### Routed metal, one color a layer, run 1

Two of the layers only.
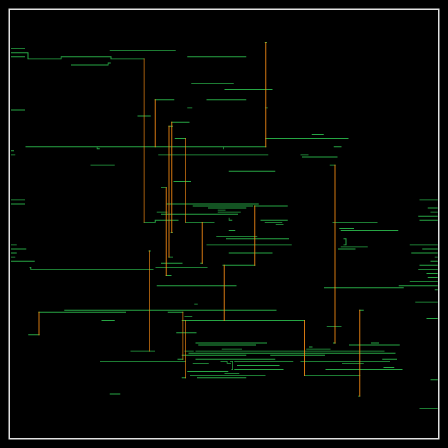
### Sequential cells grouped by signal name, run 1

Scale bar: 50 um. Other sequential cells in the stronger gray, the rest of the logic in the fainter gray.
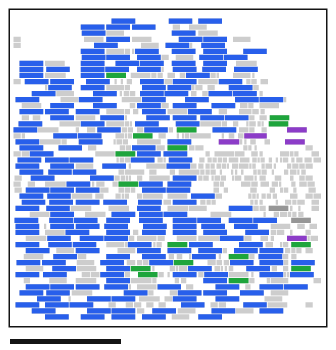
### Selected gate families, run 1

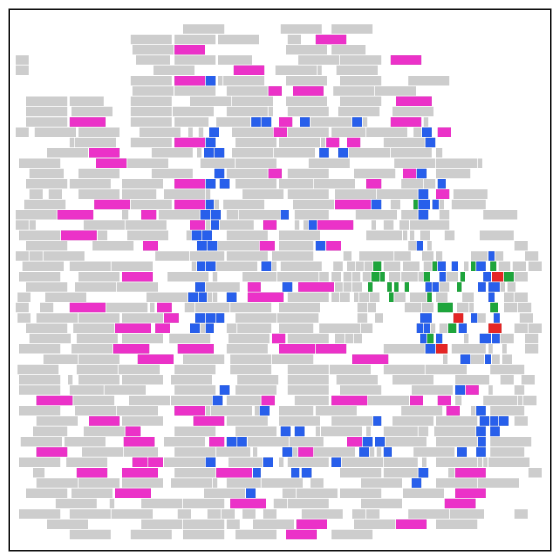
## src/rtl/stack_if.sv

```systemverilog
// stack_if: push/pop request and top-of-stack status bundle for stack_unit
interface stack_if #(
  parameter int DATA_W = 16,
  parameter int CNT_W  = 5
);
  logic              push;
  logic              pop;
  logic              clr_err;
  logic [DATA_W-1:0] push_data;
  logic [DATA_W-1:0] stack_out;
  logic [CNT_W-1:0]  count;
  logic              empty;
  logic              full;
  logic              overflow;
  logic              underflow;
  modport master (
    output push, pop, clr_err, push_data,
    input  stack_out, count, empty, full, overflow, underflow
  );
  modport slave (
    input  push, pop, clr_err, push_data,
    output stack_out, count, empty, full, overflow, underflow
  );
endinterface

```

## src/rtl/stack_unit.sv

```systemverilog
// stack_unit: hardware LIFO with registered top of stack and sticky overflow/underflow flags
module stack_unit #(
  parameter int DATA_W = 16,
  parameter int DEPTH  = 16,
  parameter int CNT_W  = 5
) (
  input  logic    clk,
  input  logic    rst_n,
  stack_if.slave  bus
);
  localparam int IW = CNT_W - 1;
  logic [DATA_W-1:0] top_q, top_d;
  logic [CNT_W-1:0]  cnt_q, cnt_d;
  logic              of_q, of_d, uf_q, uf_d;
  logic              wr_en, is_empty, is_full;
  logic [IW-1:0]     lo, wr_idx, rd_idx;
  logic [DATA_W-1:0] mem_q [DEPTH-1];
  // The top lives in top_q; entry k of mem_q is the (k+1)-th item from the bottom.
  assign is_empty = cnt_q == '0;
  assign is_full  = cnt_q == CNT_W'(DEPTH);
  assign lo       = cnt_q[IW-1:0];
  assign wr_idx   = lo - IW'(1);
  assign rd_idx   = lo - IW'(2);
  always_comb begin
    top_d = top_q;
    cnt_d = cnt_q;
    of_d  = of_q & ~bus.clr_err;
    uf_d  = uf_q & ~bus.clr_err;
    wr_en = 1'b0;
    if (bus.push && bus.pop) begin
      top_d = bus.push_data;
      cnt_d = is_empty ? CNT_W'(1) : cnt_q;
      uf_d  = uf_d | is_empty;
    end else if (bus.push) begin
      of_d  = of_d | is_full;
      top_d = is_full ? top_q : bus.push_data;
      cnt_d = is_full ? cnt_q : cnt_q + CNT_W'(1);
      wr_en = !is_full && !is_empty;
    end else if (bus.pop) begin
      uf_d  = uf_d | is_empty;
      top_d = (cnt_q > CNT_W'(1)) ? mem_q[rd_idx] : '0;
      cnt_d = is_empty ? cnt_q : cnt_q - CNT_W'(1);
    end
  end
  always_ff @(posedge clk or negedge rst_n) begin
    if (!rst_n) begin
      top_q <= '0;
      cnt_q <= '0;
      of_q  <= 1'b0;
      uf_q  <= 1'b0;
    end else begin
      top_q <= top_d;
      cnt_q <= cnt_d;
      of_q  <= of_d;
      uf_q  <= uf_d;
    end
  end
  always_ff @(posedge clk) begin
    if (wr_en) mem_q[wr_idx] <= top_q;
  end
  assign bus.stack_out = top_q;
  assign bus.count     = cnt_q;
  assign bus.empty     = is_empty;
  assign bus.full      = is_full;
  assign bus.overflow  = of_q;
  assign bus.underflow = uf_q;
endmodule

```

## src/flat_wrapper.sv

```systemverilog
// flat-port wrapper written by rule: the top's interface ports become plain ports
module stack_unit_flat 
#(
  parameter int DATA_W = 16,
  parameter int DEPTH  = 16,
  parameter int CNT_W  = 5
)
  (clk, rst_n, bus_push, bus_pop, bus_clr_err, bus_push_data, bus_stack_out, bus_count, bus_empty, bus_full, bus_overflow, bus_underflow);
  stack_if #(.DATA_W(DATA_W), .CNT_W(CNT_W)) bus_i ();
  input  logic clk;
  input  logic rst_n;
  input wire logic [$bits(bus_i.push)-1:0] bus_push;
  input wire logic [$bits(bus_i.pop)-1:0] bus_pop;
  input wire logic [$bits(bus_i.clr_err)-1:0] bus_clr_err;
  input wire logic [$bits(bus_i.push_data)-1:0] bus_push_data;
  output wire logic [$bits(bus_i.stack_out)-1:0] bus_stack_out;
  output wire logic [$bits(bus_i.count)-1:0] bus_count;
  output wire logic [$bits(bus_i.empty)-1:0] bus_empty;
  output wire logic [$bits(bus_i.full)-1:0] bus_full;
  output wire logic [$bits(bus_i.overflow)-1:0] bus_overflow;
  output wire logic [$bits(bus_i.underflow)-1:0] bus_underflow;
  assign bus_i.push = bus_push;
  assign bus_i.pop = bus_pop;
  assign bus_i.clr_err = bus_clr_err;
  assign bus_i.push_data = bus_push_data;
  assign bus_stack_out = bus_i.stack_out;
  assign bus_count = bus_i.count;
  assign bus_empty = bus_i.empty;
  assign bus_full = bus_i.full;
  assign bus_overflow = bus_i.overflow;
  assign bus_underflow = bus_i.underflow;
  stack_unit #(.DATA_W(DATA_W), .DEPTH(DEPTH), .CNT_W(CNT_W)) u_core (.clk(clk), .rst_n(rst_n), .bus(bus_i));
endmodule
```

## config.mk

```make
export PLATFORM = sky130hd
export DESIGN_NAME = stack_unit_flat
export DESIGN_NICKNAME = d
export VERILOG_FILES = /design/src/rtl/stack_if.sv /design/src/rtl/stack_unit.sv /design/src/flat_wrapper.sv
export SDC_FILE = /design/constraint.sdc
export NUM_CORES = 1
export LEC_CHECK = 0
export CORE_UTILIZATION = 55
export CTS_CLUSTER_DIAMETER = 60
export DETAILED_ROUTE_END_ITERATION = 12
export HOLD_SLACK_MARGIN = 0.02
export PLACE_DENSITY = 0.73
export SYNTH_ARGS = -nofsm -noshare
export SYNTH_HDL_FRONTEND = slang
export SYNTH_SLANG_ARGS = --single-unit
```

## constraint.sdc

```tcl
create_clock -name clk -period 4.34 [get_ports clk]
set_input_delay 0.651 -clock clk [delete_from_list [all_inputs] [get_ports clk]]
set_output_delay 0.651 -clock clk [all_outputs]
set_load 0.05 [all_outputs]
```

==> summary.txt, run 1 <==
run metrics: crit path kind=reg -> out, synthesized area=10800 um2, M3 GR Usage=0.0360, comb pwr=2.82 mW, Die ar.=20300 um2, final setup fails=0, leakage=4.13 nW, largest net degree at the start of global routing=50, worst reg2reg setup slack=1.28 ns, met1 track demand over resource=0.343, yosys synthesis chip area=10800 um2, unrepaired setup endpoints after global routing=false, Critical Path Stages=5, total power=8.56 mW, TritonCTS clock tree=yes, antenna violations before repair=0, Worst Setup EP=bus_empty, status=finished clean, ys async rst share=0.0875, Post-layout nets=686, Area Growth Syn to Fin=14.6%, CP Capture Type=output pin, area leader, netlist=edfxtp_1, met2 WL=11900 um, Clk power=2.12 mW, Fill cells=1288, dpl hpwl=14200 um, share of cells above drive strength 1=0.178, root buffer cell=clkbuf_16, Worst Setup SP=u_core.bus.count[0], Reg clk slew, reported paths=0.06 ns, row count=50, Max-slew headroom=0.341, Worst Hold Class=in -> async, # hold bufs at CTS=0, PortBufs=45, Die H=142 um, fin crit period=3.55 ns, Detailed Route WL=23800 um, Die W=142 um, Max Freq=282 MHz, Log Warnings=32
-- 'Routed metal, one color a layer' (at the start) --
Key: green = met3 [wire length 1620 um]; orange = met4 [wire length 475 um]
Routed wire per std cell: 25.4 um
vias: 5837

-- 'Sequential cells grouped by signal name' (at the start) --
Key: blue = `u_core.mem_q` [placed flops 240, where spread over the die]; purple = `u_core.bus.count` [placed flops 5, where middle right]; green = `u_core.bus.stack_out` [placed flops 16]
Core Util, Final: 0.653
sequential portion of the cell area: 0.627
Register Area: 7790 um2

-- 'Selected gate families' (at the start) --
Key: blue = inverting AOI/OAI gates [cells 104]; green = NAND gates [cells 21, where middle right]; magenta = multiplexers [cells 80]; red = AND-OR and OR-AND gates [cells 4, where middle right]
Finished Layout Cells: 936
fraction of area in multi-input gates: 0.230

## run 1: cells in the final DEF, fill, tap and decap left out, types with 8 or more instances in the layout
cell type,instances
o211ai_1,15
ha_1,8
buf_4,23
a21boi_0,16
nor2_1,37
mux4_2,26
clkdlybuf4s50_1,45
o22ai_1,18
edfxtp_1,240
dfrtp_1,21
a211oi_1,31
nand2_1,12
mux2i_1,17
inv_1,8
clkbuf_16,27
mux4_1,22
mux2_2,15
nor2_2,14
## run 1: synthesized netlist by cell type (15+ instances only)
cell type / count
clkbuf_1: 20
a211oi_1: 31
mux4_1: 22
mux4_2: 26
edfxtp_1: 240
mux2i_1: 17
o22ai_1: 18
a21boi_0: 16
nor2_1: 51
dfrtp_1: 23
o211ai_1: 15
mux2_2: 15
## run 1: cells by family after synthesis
family | share of synthesized area
AOI/OAI and AO/OA | 0.0699
muxes | 0.139
buffers and inverters | 0.0224
adders and majority gates | 0.00923
DFF | 0.718
and+or+nand+nor | 0.0371
xor gates and xnor gates | 0.00485
## run 1: metrics by stage
stage / cell area [um2] / hold WS, ns / std cells / setup WS (ns)
final: 12400 / 0.503 / 936 / 0.788
after detailed placement: 11600 / 0.532 / 888 / 1.05
after global placement: 11600 / 0.547 / 888 / 1.13
after global routing: 12400 / 0.519 / 936 / 0.631
after CTS: 12400 / 0.498 / 936 / 0.783
after floorplan: 10800 / 0.355 / 599 / 0.838
## run 1: final cells by class
cell class / count / share of cell area
Clock buffer: 34 / 0.0565
Clock inverter: 14 / 0.00806
Inverter: 8 / 0.00242
Multi-Input combinational cell: 289 / 0.230
Sequential cell: 263 / 0.627
Tap cell: 260 / 0.0262
Timing Repair Buffer: 68 / 0.0501
==> inputs of run 2 (changes only) <==
CORE_UTILIZATION = 54   (was 55)
PLACE_DENSITY = 0.75   (was 0.73)
clock period = 2.9 ns   (was 4.34 ns; I/O delays follow)
### Routed metal, one color a layer, run 2

Two of the layers only.
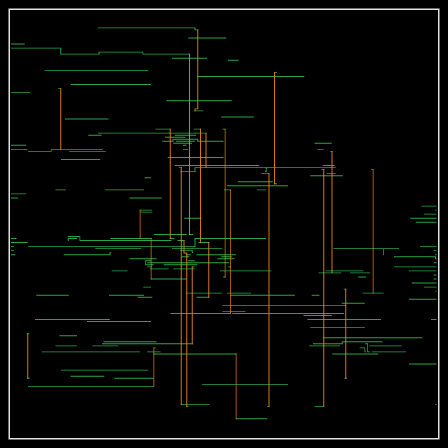
All-Layer GR Usage: 0.250
Routed wire per std cell: 25.7 um

### Signal wires on met4, run 2

Scale bar: 50 um.
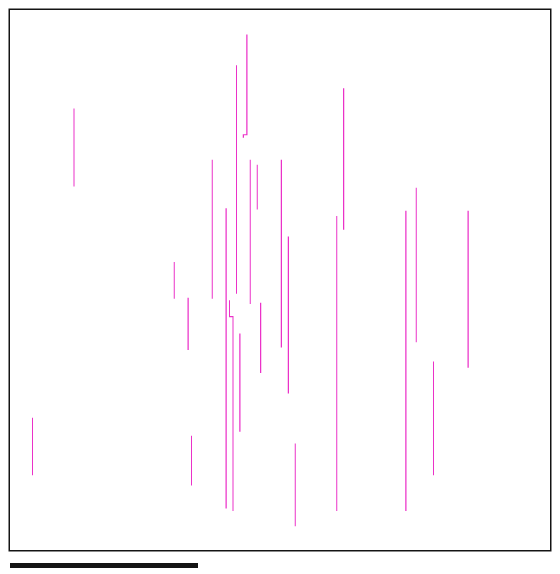
The wires run mostly vertical. The layer holds 3.4% of the routed length.
Detailed Route WL: 24800 um
vias: 6057

### Selected gate families, run 2

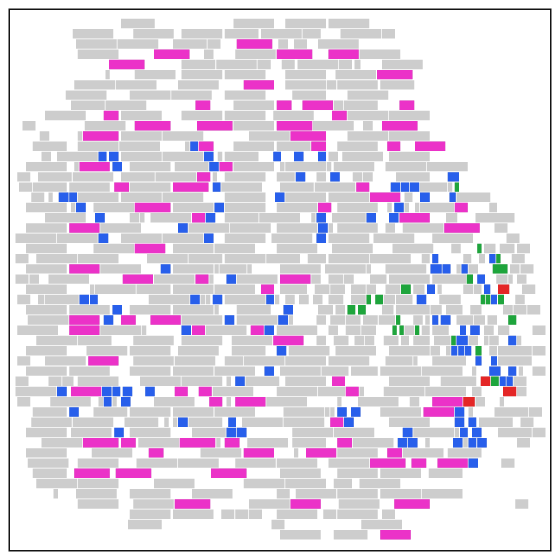
Finished Layout Cells: 965
fraction of area in multi-input gates: 0.230
Top cell excl fill/tap: edfxtp_1

==> run 2 against run 1 <==
First-iteration DRC count rose by 1.1%. Via count rose by 3.8%. Cell area rose by 2.9%. Combinational power rose by 67%. Count of clock-buffer cells in the layout rose by 8. Wire length rose by 4.4%. Flip-flop count did not move. Critical path depth did not move. Cell count rose by 3.1%. Clock skew fell by 0.0086 ns.
==> summary.txt, run 2 <==
run metrics: status=finished clean, Reg clk slew, reported paths=0.06 ns, Max-slew headroom=0.439, Fill cells=1320, Num Clock Sinks=263, Reg with most FFs=u_core.mem_q, fin crit period=2.80 ns, worst slack, placed=0.180 ns, ys async rst share=0.0875, Skew-Pair Late Insertion Delay=0.53 ns, final hold vios=0, Final Max Slew Viols=0, GR Overflow Total=0, yosys xor share=0.00485, final setup fails=0, area leader, netlist=edfxtp_1, yosys synthesis chip area=10800 um2, leakage=4.28 nW, Commonest flop=edfxtp_1, post-route ant nets=0, Flops after synth=263, Log Warnings=32, Synth top cells by count=edfxtp_1, nor2_1, a211oi_1, mux4_2, dfrtp_1, # hold bufs at CTS=0, share of cells above drive strength 1=0.213, syn avg cell area=18.1 um2, synthesized area=10800 um2, worst hold margin=0.319 ns, Post-layout nets=709, global-route wire length before repair=36800 um, row count=51, clk_skew=0.0132 ns, root buffer cell=clkbuf_16, Die W=144 um, Area Growth Syn to Fin=18.0%, worst setup margin=0.0963 ns, mux share=0.139, met2 WL=12100 um, cts repair resizes=0, Worst Hold Class=in -> async, dpl hpwl=14900 um, Gate Area=2950 um2, Worst Setup SP=u_core.bus.count[0], adder-cell share of the synthesized area=0.00923, Worst Setup EP=bus_empty, antenna violations before repair=0, most frequent cells in the layout=edfxtp_1, buf_4, clkdlybuf4s50_1, nor2_1, a211oi_1, Main logic family=multiplexers, R2R cell count=6, Cells after DPL=917, Die H=144 um, Max Freq=357 MHz, uppermost layer routed=met4, largest net degree at the start of global routing=50, CP Buf/Inv Count=2, Critical Path Stages=5, Met3 Wirelength=1840 um, dominant cell by count in the synthesized netlist=edfxtp_1, worst reg2reg setup slack=0.19 ns, PortBufs=45, unrepaired setup endpoints after global routing=false, crit path kind=reg -> out, Die ar.=20600 um2, FF-to-FF End=u_core.mem_q[13][13], Post-Synth AOI/OAI Area=0.0699, total power per unit cell area=1020 nW/um2, TritonCTS clock tree=yes, setup TNS=0 ns, Register Area=7790 um2, core utilization before placement=0.553, Top delay family on crit path=simple AND/OR/NAND/NOR gates, CP Capture Type=output pin, simple-gate share of the synthesized area=0.0370
-- run 2: how the worst min path moves through the flow --
stage / from / endpoint / slack (ns) / cells past startpoint
floorplan: rst_n / u_core.bus.count[0] / 0.14 / 0
global placement: u_core.bus.stack_out[15] / u_core.mem_q[8][15] / 0.46 / 0
detailed placement: u_core.bus.stack_out[8] / u_core.mem_q[8][8] / 0.46 / 0
CTS: rst_n / u_core.bus.underflow / 0.32 / 2
global route: rst_n / u_core.bus.count[4] / 0.33 / 2
finish: rst_n / u_core.bus.underflow / 0.32 / 2
-- run 2: cell type report --
type	count	share of cell area
Inverter	8	0.00235
Clock buffer	42	0.0611
Timing Repair Buffer	92	0.0691
Tap cell	265	0.0259
Multi-Input combinational cell	289	0.230
Clock inverter	6	0.00235
Sequential cell	263	0.609
-- run 2: cell families after synthesis --
| group | after synthesis |
|---|---|
| adders and majority gates | 8 |
| and+or+nand+nor | 87 |
| muxes | 80 |
| xor gates and xnor gates | 6 |
| buffers and inverters | 47 |
| AOI/OAI and AO/OA | 108 |
| DFF | 263 |
-- run 2: metal layers --
metal  vias to the layer above  global-route usage
met3                        51              0.0353
met4                         0               0.102
li1                       2595                   -
met5                         -                   0
met1                      3103               0.343
met2                       308               0.406
-- run 2: power breakdown --
group | leakage [nW] | switching [mW] | total, mW | internal (mW)
Clock | 0.398 | 1.33 | 3.17 | 1.84
Combinational | 1.43 | 2.89 | 4.70 | 1.81
Sequential | 2.45 | 0.350 | 5.20 | 4.85
-- run 2: metrics by stage --
step,power [mW],instance area [um2],util
detailed placement,9.93,12000,0.611
global placement,9.80,12000,0.611
floorplan,8.50,11000,-
global route,13.6,12800,0.653
CTS,13.1,12800,0.653
finish,13.1,12800,0.653
==> inputs of run 3 (changes only) <==
CAP_MARGIN = 25   (was default)
### Signal wires on met4, run 3

Scale bar: 50 um.
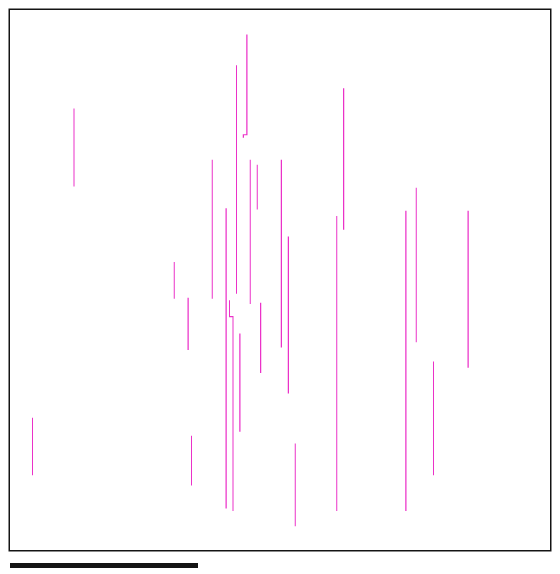
The layer carries 847 um of wire. The wires run mostly vertical. The layer holds 3.4% of the routed length. The longest straight run is 79.6 um.

### Sequential cells grouped by signal name, run 3

Scale bar: 50 um. Other sequential cells in the stronger gray, the rest of the logic in the fainter gray.
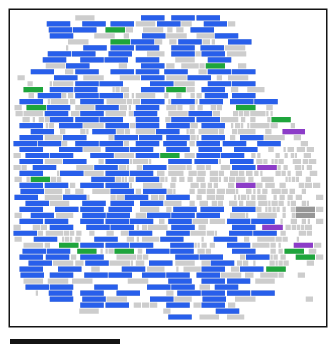
Key: green = `u_core.bus.stack_out` [placed flops 16, where spread over the die]; blue = `u_core.mem_q` [placed flops 240, where spread over the die]; purple = `u_core.bus.count` [placed flops 5, where middle right]
Another 2 sequential cells are not colored.
Core Util, Final: 0.653
sequential portion of the cell area: 0.609
Seq group: 5.20 mW

### Selected gate families, run 3

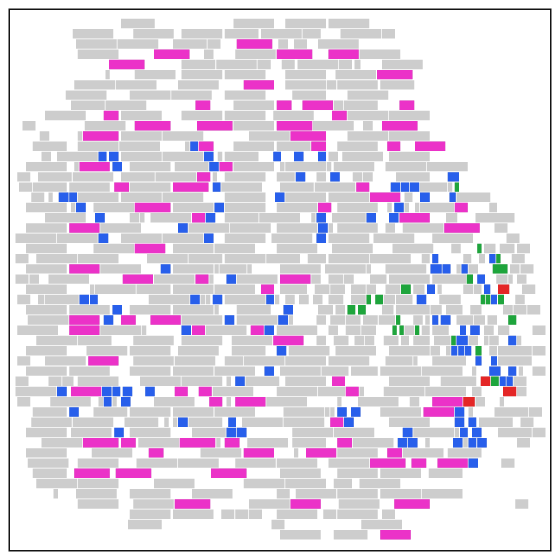
Key: magenta = multiplexers [cells 80]; red = AND-OR and OR-AND gates [cells 4]; green = NAND gates [cells 21, where middle right]; blue = inverting AOI/OAI gates [cells 104]

==> run 3 against run 2 <==
Sequential power hardly changed. Count of clock-buffer cells in the layout stayed put. Clock power hardly changed. Area after synthesis stayed put. Utilization stayed put. Global-route usage stayed put. Worst setup slack stayed put. First-iteration DRC count stayed put. Critical endpoint unchanged. Largest cell class unchanged.
==> summary.txt, run 3 <==
run metrics: fin crit period=2.80 ns, Finished Layout Cells=965, Top cell excl fill/tap=edfxtp_1, Routed wire per std cell=25.7 um, status=finished clean, share of cells above drive strength 1=0.213, Worst Hold Class=in -> async, Register Area=7790 um2, Commonest flop=edfxtp_1, Detailed Route WL=24800 um, unrepaired setup endpoints after global routing=false, Die H=144 um, cts repair resizes=0, FF-to-FF End=u_core.mem_q[13][13], part of the power in combinational logic=0.359, TritonCTS clock tree=yes, Internal Power=8.50 mW, Skew-Pair Late Insertion Delay=0.53 ns, setup TNS=0 ns, Post-layout nets=709, Synth top cells by count=edfxtp_1, nor2_1, a211oi_1, mux4_2, dfrtp_1, largest net degree at the start of global routing=50, Num Clock Sinks=263, Net Sw Power=4.57 mW, antenna violations before repair=0, CP Capture Type=output pin, crit path kind=reg -> out, clk_skew=0.0132 ns, Gate Area=2950 um2, Die W=144 um, syn avg cell area=18.1 um2, Reg with most FFs=u_core.mem_q, Flops after synth=263, PortBufs=45, synthesized area=10800 um2, Die ar.=20600 um2, Final Max Slew Viols=0, Cells after DPL=917, most frequent cells in the layout=edfxtp_1, buf_4, clkdlybuf4s50_1, nor2_1, a211oi_1, comb pwr=4.70 mW, worst setup margin=0.0963 ns, Clock Power Share=0.242, area leader, netlist=edfxtp_1, total power=13.1 mW, dpl hpwl=14900 um, Reg clk slew, reported paths=0.06 ns, Clk power=3.17 mW, worst reg2reg setup slack=0.19 ns, Max-slew headroom=0.439, Max Freq=357 MHz, fin area=12800 um2, Area Growth Syn to Fin=18.0%, vias=6057, CP Buf/Inv Count=2, GR Overflow Total=0, worst hold margin=0.319 ns, leakage=4.28 nW, Top delay family on crit path=simple AND/OR/NAND/NOR gates
## run 3: cells by family after synthesis
| group | Yosys count | share of synthesized area |
|---|---|---|
| DFF | 263 | 0.718 |
| and+or+nand+nor | 87 | 0.0371 |
| adders and majority gates | 8 | 0.00923 |
| AOI/OAI and AO/OA | 108 | 0.0699 |
| muxes | 80 | 0.139 |
| buffers and inverters | 47 | 0.0224 |
| xor gates and xnor gates | 6 | 0.00485 |
## run 3: worst max-delay path by stage
stage,from,end,slack (ns),cells past startpoint
after floorplan,u_core.bus.count[0],u_core.mem_q[6][0],0.04,10
after global placement,u_core.bus.count[1],u_core.mem_q[13][10],0.25,6
after detailed placement,u_core.bus.count[1],u_core.mem_q[13][7],0.18,6
after CTS,u_core.bus.count[0],bus_empty,0.09,5
after global routing,u_core.bus.count[1],u_core.mem_q[13][13],0.004,6
final,u_core.bus.count[0],bus_empty,0.1,5
## run 3: layer usage
layer,track usage,vias to the layer above,share of wire
met5,0,-,0
met4,0.102,0,0.034
met3,0.0353,51,0.074
met2,0.406,308,0.49
met1,0.343,3103,0.40
li1,-,2595,-
## run 3: worst reg2reg max path: stages (launching register included)
cell and delay, ns:
dfrtp_2 0.41, inv_1 0.18, ha_1 0.24, a21boi_0 0.30, xor2_1 0.42, nand2_1 0.30, nor2_4 0.49
## run 3: cell type report
class                   instances  area share
clock inverters                 6     0.00235
multi-input cells             289       0.230
well taps                     265      0.0259
repair buffers                 92      0.0691
flip-flops and latches        263       0.609
inverters                       8     0.00235
clock buffers                  42      0.0611
## run 3: repair_timing
action,CTS,global route
endpoints found under the setup margin,0,16
setup buffers,0,0
hold buffers,0,0
No activity file was given, so power comes from the tool's default toggle rates.
